**src/rtl/apb_pkg.sv**
```systemverilog
// Shared types and constant helpers for the APB4 master bridge and its address decoder.
package apb_pkg;

    typedef enum logic [1:0] {
        IDLE   = 2'd0,
        SETUP  = 2'd1,
        ACCESS = 2'd2,
        RESP   = 2'd3
    } apb_state_t;

    // One PSTRB bit per data byte.
    function automatic int strb_width(input int data_width);
        return data_width / 8;
    endfunction

    function automatic int clog2(input int value);
        int r;
        r = 0;
        while ((1 << r) < value) begin
            r = r + 1;
        end
        return r;
    endfunction

endpackage

```
**src/rtl/apb_slave_decoder.sv**
```systemverilog
// Combinational address decode: which slave window (if any) an address falls into.
module apb_slave_decoder
    import apb_pkg::*;
#(
    parameter int WIDTH = 32,
    parameter int N_SLV = 4,
    parameter logic [WIDTH-1:0] BASE_ADDR = 32'h4000_0000,
    parameter int DEC_LSB = 12,
    localparam int IDXW = (clog2(N_SLV) > 1) ? clog2(N_SLV) : 1
) (
    input  logic [WIDTH-1:0] addr,
    output logic             mapped,
    output logic [IDXW-1:0]  idx
);

    logic [WIDTH-1:0] off;
    logic [WIDTH-1:0] window;

    assign off    = addr - BASE_ADDR;
    assign window = off >> DEC_LSB;

    // The >= test rejects addresses below the base that wrap into a small offset.
    assign mapped = (addr >= BASE_ADDR) && (window < WIDTH'(N_SLV));
    assign idx    = window[IDXW-1:0];

endmodule

```
**src/rtl/apb_master_nslave.sv**
```systemverilog
// APB4 master bridge from the CPU load/store port to N_SLV slaves, with decode, error and timeout.
module apb_master_nslave
    import apb_pkg::*;
#(
    parameter int WIDTH = 32,
    parameter int N_SLV = 4,
    parameter logic [WIDTH-1:0] BASE_ADDR = 32'h4000_0000,
    parameter int DEC_LSB = 12,
    parameter int TIMEOUT = 16,
    localparam int SW = strb_width(WIDTH),
    localparam int IDXW = (clog2(N_SLV) > 1) ? clog2(N_SLV) : 1
) (
    input  logic                   CLK,
    input  logic                   RESET,
    input  logic                   req_valid,
    input  logic                   req_write,
    input  logic [WIDTH-1:0]       req_addr,
    input  logic [WIDTH-1:0]       req_wdata,
    input  logic [SW-1:0]          req_strb,
    output logic                   req_ready,
    output logic                   rsp_valid,
    output logic [WIDTH-1:0]       rsp_rdata,
    output logic                   rsp_err,
    output logic [WIDTH-1:0]       PADDR,
    output logic [WIDTH-1:0]       PWDATA,
    output logic [SW-1:0]          PSTRB,
    output logic                   PWRITE,
    output logic                   PENABLE,
    output logic [N_SLV-1:0]       PSEL,
    input  logic [N_SLV*WIDTH-1:0] PRDATA,
    input  logic [N_SLV-1:0]       PREADY,
    input  logic [N_SLV-1:0]       PSLVERR
);

    localparam int CNTW = (clog2(TIMEOUT + 1) > 1) ? clog2(TIMEOUT + 1) : 1;
    localparam logic [CNTW-1:0] CNT_LAST = CNTW'((TIMEOUT > 0) ? TIMEOUT - 1 : 0);
    localparam bit TO_EN = (TIMEOUT != 0);

    apb_state_t        state_reg, state_next;
    logic [WIDTH-1:0]  addr_reg, wdata_reg, rdata_reg;
    logic [SW-1:0]     strb_reg;
    logic              write_reg, err_reg;
    logic [IDXW-1:0]   idx_reg;
    logic [CNTW-1:0]   cnt_reg;

    logic              dec_mapped;
    logic [IDXW-1:0]   dec_idx;
    logic [N_SLV-1:0]  idx_hot;
    logic              sel_ready, sel_err, timed_out;
    logic [WIDTH-1:0]  sel_rdata;

    apb_slave_decoder #(
        .WIDTH    (WIDTH),
        .N_SLV    (N_SLV),
        .BASE_ADDR(BASE_ADDR),
        .DEC_LSB  (DEC_LSB)
    ) u_decoder (
        .addr  (req_addr),
        .mapped(dec_mapped),
        .idx   (dec_idx)
    );

    for (genvar gi = 0; gi < N_SLV; gi++) begin : g_hot
        assign idx_hot[gi] = (idx_reg == IDXW'(gi));
    end

    // Only the latched slave's handshake and data are ever looked at.
    assign sel_ready = |(PREADY & idx_hot);
    assign sel_err   = |(PSLVERR & idx_hot);
    assign timed_out = TO_EN && (cnt_reg == CNT_LAST);

    always_comb begin
        sel_rdata = '0;
        for (int i = 0; i < N_SLV; i++) begin
            if (idx_hot[i]) begin
                sel_rdata = PRDATA[i*WIDTH +: WIDTH];
            end
        end
    end

    always_ff @(posedge CLK or negedge RESET) begin
        if (!RESET) begin
            state_reg <= IDLE;
        end else begin
            state_reg <= state_next;
        end
    end

    always_comb begin
        state_next = state_reg;
        unique case (state_reg)
            IDLE:    if (req_valid) state_next = dec_mapped ? SETUP : RESP;
            SETUP:   state_next = ACCESS;
            ACCESS:  if (sel_ready || timed_out) state_next = RESP;
            RESP:    state_next = IDLE;
            default: state_next = IDLE;
        endcase
    end

    always_comb begin
        req_ready = (state_reg == IDLE);
        rsp_valid = (state_reg == RESP);
        PENABLE   = (state_reg == ACCESS);
        PSEL      = ((state_reg == SETUP) || (state_reg == ACCESS)) ? idx_hot : '0;
    end

    always_ff @(posedge CLK or negedge RESET) begin
        if (!RESET) begin
            addr_reg  <= '0;
            wdata_reg <= '0;
            strb_reg  <= '0;
            write_reg <= 1'b0;
            idx_reg   <= '0;
            cnt_reg   <= '0;
            rdata_reg <= '0;
            err_reg   <= 1'b0;
        end else begin
            case (state_reg)
                IDLE: begin
                    if (req_valid) begin
                        addr_reg  <= req_addr;
                        wdata_reg <= req_wdata;
                        strb_reg  <= req_write ? req_strb : '0;
                        write_reg <= req_write;
                        idx_reg   <= dec_idx;
                        if (!dec_mapped) begin
                            rdata_reg <= '0;
                            err_reg   <= 1'b1;
                        end
                    end
                end
                SETUP: cnt_reg <= '0;
                ACCESS: begin
                    // A ready slave completes normally even on the last allowed cycle.
                    if (sel_ready) begin
                        rdata_reg <= write_reg ? '0 : sel_rdata;
                        err_reg   <= sel_err;
                    end else if (timed_out) begin
                        rdata_reg <= '0;
                        err_reg   <= 1'b1;
                    end else if (cnt_reg != '1) begin
                        cnt_reg <= cnt_reg + CNTW'(1);
                    end
                end
                default: ;
            endcase
        end
    end

    assign PADDR     = addr_reg;
    assign PWDATA    = wdata_reg;
    assign PSTRB     = strb_reg;
    assign PWRITE    = write_reg;
    assign rsp_rdata = rdata_reg;
    assign rsp_err   = err_reg;

endmodule

```
**config.mk**
```make
export PLATFORM = sky130hd
export DESIGN_NAME = apb_master_nslave
export DESIGN_NICKNAME = d
export VERILOG_FILES = /design/src/rtl/apb_pkg.sv /design/src/rtl/apb_slave_decoder.sv /design/src/rtl/apb_master_nslave.sv
export SDC_FILE = /design/constraint.sdc
export NUM_CORES = 1
export LEC_CHECK = 0
export CORE_MARGIN = 5
export CORE_UTILIZATION = 38
export DETAILED_ROUTE_END_ITERATION = 8
export PLACE_DENSITY = 0.81
export SLEW_MARGIN = 30
export SYNTH_ARGS = -nofsm -noshare
export SYNTH_HDL_FRONTEND = slang
export SYNTH_SLANG_ARGS = --single-unit
```
**constraint.sdc**
```tcl
create_clock -name CLK -period 2.9 [get_ports CLK]
set_clock_uncertainty 0.05 [all_clocks]
set_input_delay 0.29 -clock CLK [delete_from_list [all_inputs] [get_ports CLK]]
set_output_delay 0.29 -clock CLK [all_outputs]
set_load 0.005 [all_outputs]
```
Figure 1. Local utilization (run 1).
The die is cut into 13 by 13 equal tiles; white is low, dark blue is high, 0 to 100% covered.
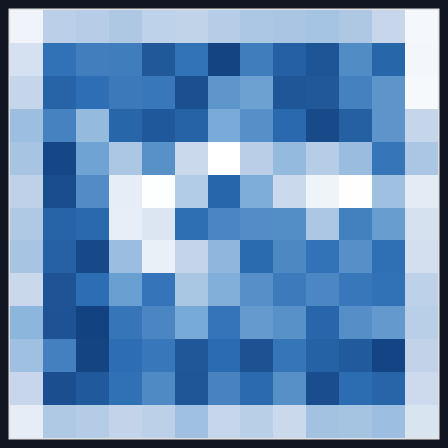
nearly empty tiles: 1.8%
fullest tile: 93%
mean over tiles: 53%
FP Core Util: 0.386
Core Util, Final: 0.651

Figure 2. Routing congestion (run 1).
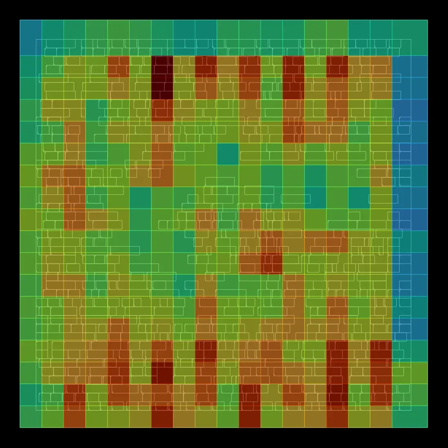
GRT met1 Usage: 0.256
GRT met2 Usage: 0.380
gr busiest metal: met2
routed length per placed instance: 20.8 um
met3 Use GR: 0.0643

==> impl_metrics.ini, run 1 <==
; synthesis and place-and-route metrics
[run_status]
status = finished, final reports clean

[clock_network]
root_buffer = clkbuf_16
postCtsHoldBufs = 0
cts_made_buffers = 9
clockBufferDepth = 2
clock_sinks = 109
clk_latency_ns = 0.34
postCtsSetupBuffers = 0

[final_layout]
non_clock_inverter_count = 8
signal_buffers = 326
largest_class = buffers
syn2layout_area_growth_pct = 68.8
final.clkbuf_count = 13
final-clk-cell-share = 0.0318
final_cell_mix = clkdlybuf4s50_1 (315), dfrtp_1 (108), mux2_2 (97)
drive_gt1_frac = 0.231
logic_gates = 226
nFlopsAndLatches = 109

[floorplanning]
rows = 43
die_h_um = 129
chip_area_mm2 = 0.0165
die_width_um = 129

[drt]
avgViaCountPerCell = 4.98
drc = 0
dr_wl_met3_um = 1120
drtPass1Iterations = 4
wirelength_met1_um = 6760
drt_iter0_markers = 185

[global_route]
grt_pass1_wl_um = 27500
grt-ovfl-total = 0
grt_usage = 0.217
antenna_found_initial = 0
grt_pass1_vias = 4914

[pwr]
p_comb_frac = 0.531
power_frac_seq = 0.319
powerDensity_mw_per_mm2 = 899
cellLeakagePower_nw = 3.68
internal-power_w = 0.00564
netSwitchingPower_w = 0.00246
total_power_w = 0.00809

[worst_setup_path]
r2r_end = rsp_rdata[20]
critPathTopFamily = simple AND/OR/NAND/NOR gates
worstReg2RegStart = cnt_reg[0]
cp_data_arrival_time_ns = 2.59
end_kind = flip-flop
crit_chain = ha_1 > and3_1 > ha_1 > nand2b_1 > nor2_2 > a211oi_4 > buf_4 > mux2_2
cp-startpoint = cnt_reg[0]
criticalPathCategory = flip-flop to flip-flop
critPathRequiredTime_ns = 3.08
worst-path-stages = 8
cp_slowest_stage_delay_ns = 0.41
cpMostUsedCell = ha_1
crit_buf_inv = 1

[yosys]
netlist_area_mm2 = 0.00534
ys_area_mm2 = 0.00534
ys_types = 31
top_cell_area_share = 0.511
async_flop_share = 1.00
synth_stat.cells = 366
avgSynthCellArea_um2 = 14.6
synthCells = 366
synth.most_common_cell = dfrtp_1
top_area_cell = dfrtp_1

[job]
warnings = 30

[sta]
final_hold_viol_count = 0
clock.fmax_mhz = 414
finalSetupTns_ns = 0
finalClockPeriodUsage = 0.833
rsz0062_at_grt = false
finalSetupViolCount = 0

[placed_design]
gp_congestion = 0.794
dp_worst_setup_slack_ns = 0.468

[hold_path]
hold_path_class = input pin to asynchronous set/reset pin
Figure 3. Selected gate families (run 1).
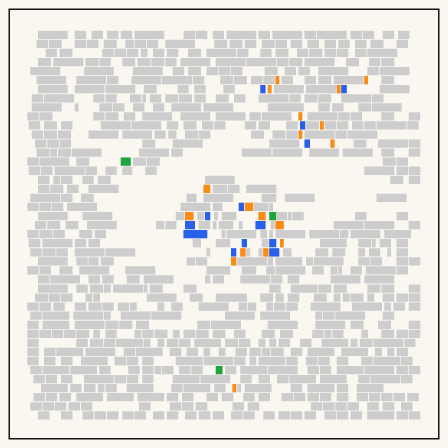
legend:
  blue:
    family: inverting AOI/OAI gates
    cells: 13
    where: middle
  green:
    family: AND and OR gates
    cells: 3
  orange:
    family: NAND gates
    cells: 18
multi-input combinational area share: 0.276
commonest non-fill, non-tap cell in the layout: clkdlybuf4s50_1
Post-Layout Cell Count: 865

run 1: logic make-up after synthesis:
kind of cell	Yosys count	share of synthesized area
flops	109	0.511
xor+xnor	1	0.00164
simple gates	70	0.0750
mux	133	0.352
fa+ha+maj	7	0.0164
buf+inv	31	0.0232
compound gates	15	0.0206
run 1: power groups by stage:
stage               Combinational, W  Clock, W  Sequential [W]
floorplan                    0.00203         0         0.00262
global placement             0.00427         0         0.00258
detailed placement           0.00435         0         0.00261
CTS                          0.00437   0.00126         0.00259
global route                 0.00462   0.00132         0.00266
finish                       0.00430   0.00122         0.00258
==> run 2: changes to the inputs <==
==> constraint.sdc (replaced) <==
create_clock -name CLK -period 2.5 [get_ports CLK]
set_clock_uncertainty 0.05 [all_clocks]
set_input_delay 0.25 -clock CLK [delete_from_list [all_inputs] [get_ports CLK]]
set_output_delay 0.25 -clock CLK [all_outputs]
set_load 0.005 [all_outputs]
==> run 2 against run 1 <==
  * Synthesized area stayed put
  * Worst hold slack better by 0.34 ns
  * Sequential power is 18% higher
  * Die area stayed put
  * Via count is 0.74% higher
  * Synthesized cell count stayed put
  * Critical endpoint is now PSEL[1]
  * Worst setup slack worse by 0.31 ns
  * Wire length is 0.14% higher
  * Cell count is 0.23% higher
==> impl_metrics.ini, run 2 <==
; synthesis and place-and-route metrics
[floorplanning]
chip_area_mm2 = 0.0165
die_width_um = 129
initial_core_util = 0.386
die_h_um = 129
rows = 43

[clock_network]
postCtsSetupBuffers = 0
root_buffer = clkbuf_16
clk_latency_ns = 0.34
cts_made_buffers = 9
clockBufferDepth = 2

[sta]
rsz0062_at_grt = false
final_hold_viol_count = 0
clock.fmax_mhz = 430
finalSetupTns_ns = 0

[worst_setup_path]
critPathTopFamily = buffers and inverters
cp-startpoint = state_reg[0]
crit_chain = inv_1 > ha_1 > inv_1 > nor3b_1 > clkdlybuf4s50_1
end_kind = output port

[global_route]
antenna_found_initial = 0

[pwr]
cellLeakagePower_nw = 3.72
comb_cell_power_w = 0.00504
netSwitchingPower_w = 0.00287
p_seq_w = 0.00305
power_frac_seq = 0.320
powerDensity_mw_per_mm2 = 1050
internal-power_w = 0.00665

[final_layout]
lay_top_count = clkdlybuf4s50_1
syn2layout_area_growth_pct = 70.4
final_cell_mix = clkdlybuf4s50_1 (315), dfrtp_1 (108), mux2_2 (97)

[placed_design]
gp_congestion = 0.826

[yosys]
synthCells = 366
netlist_area_mm2 = 0.00534

[run_status]
status = finished, final reports clean

[drt]
drt_iter0_markers = 168
dr_wl_met3_um = 1100
run 2: netlist changes by cell type in the layout (fill, tap and decap cells not counted):
cell | previous run | this run
clkinv_4 | 1 | 0
dlygate4sd3_1 | 0 | 1
clkbuf_1 | 4 | 0
buf_12 | 1 | 5
clkbuf_8 | 0 | 2
buf_4 | 10 | 8
clkinv_2 | 0 | 2
run 2: area by class of cell:
cell class	count	area share
clock buffer	11	0.0278
clock inverter	4	0.00523
inverter	8	0.00330
multi-input combinational	226	0.273
sequential	109	0.300
tap	180	0.0248
timing repair buffer	329	0.365
run 2: through the flow:
| stage | total power, W | area, um^2 |
|---|---|---|
| finish | 0.00952 | 9090 |
| global route | 0.0101 | 9090 |
| CTS | 0.00966 | 9090 |
| detailed placement | 0.00818 | 8780 |
| global placement | 0.00803 | 8780 |
| floorplan | 0.00539 | 5340 |
Figure 4. Selected gate families (run 2).
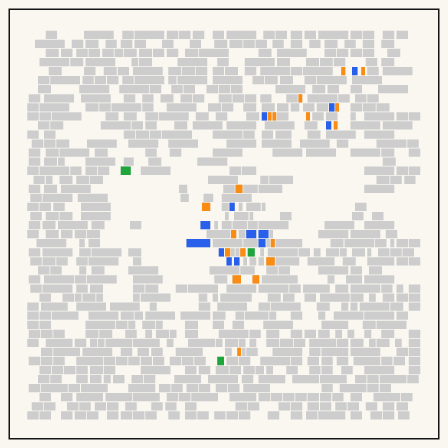
legend:
  blue:
    family: inverting AOI/OAI gates
    cells: 13
    where: middle
  green:
    family: AND and OR gates
    cells: 3
  orange:
    family: NAND gates
    cells: 18
multi-input combinational area share: 0.273
Post-Layout Cell Count: 867

Figure 5. Wiring by layer (run 2).
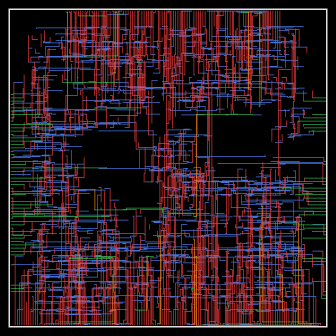
legend:
  red:
    layer: met2
    wire_length: 9700 um
  green:
    layer: met3
    wire_length: 1100 um
  orange:
    layer: met4
    wire_length: 526 um
  blue:
    layer: met1
    wire_length: 6680 um
routed length per placed instance: 20.8 um
Vias: 4336

Figure 6. Routing congestion (run 2).
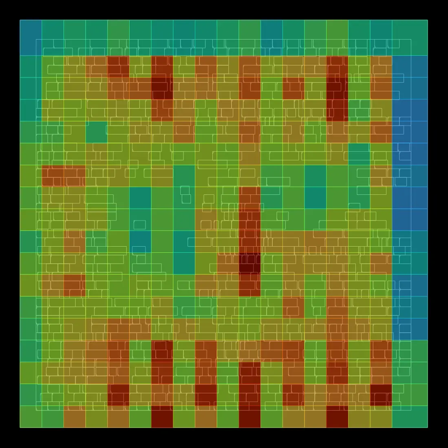
GRT Total Usage: 0.217
GRT met2 Usage: 0.387
Core Util, Final: 0.658
GRT met1 Usage: 0.252

No activity file was given, so power comes from the tool's default toggle rates.
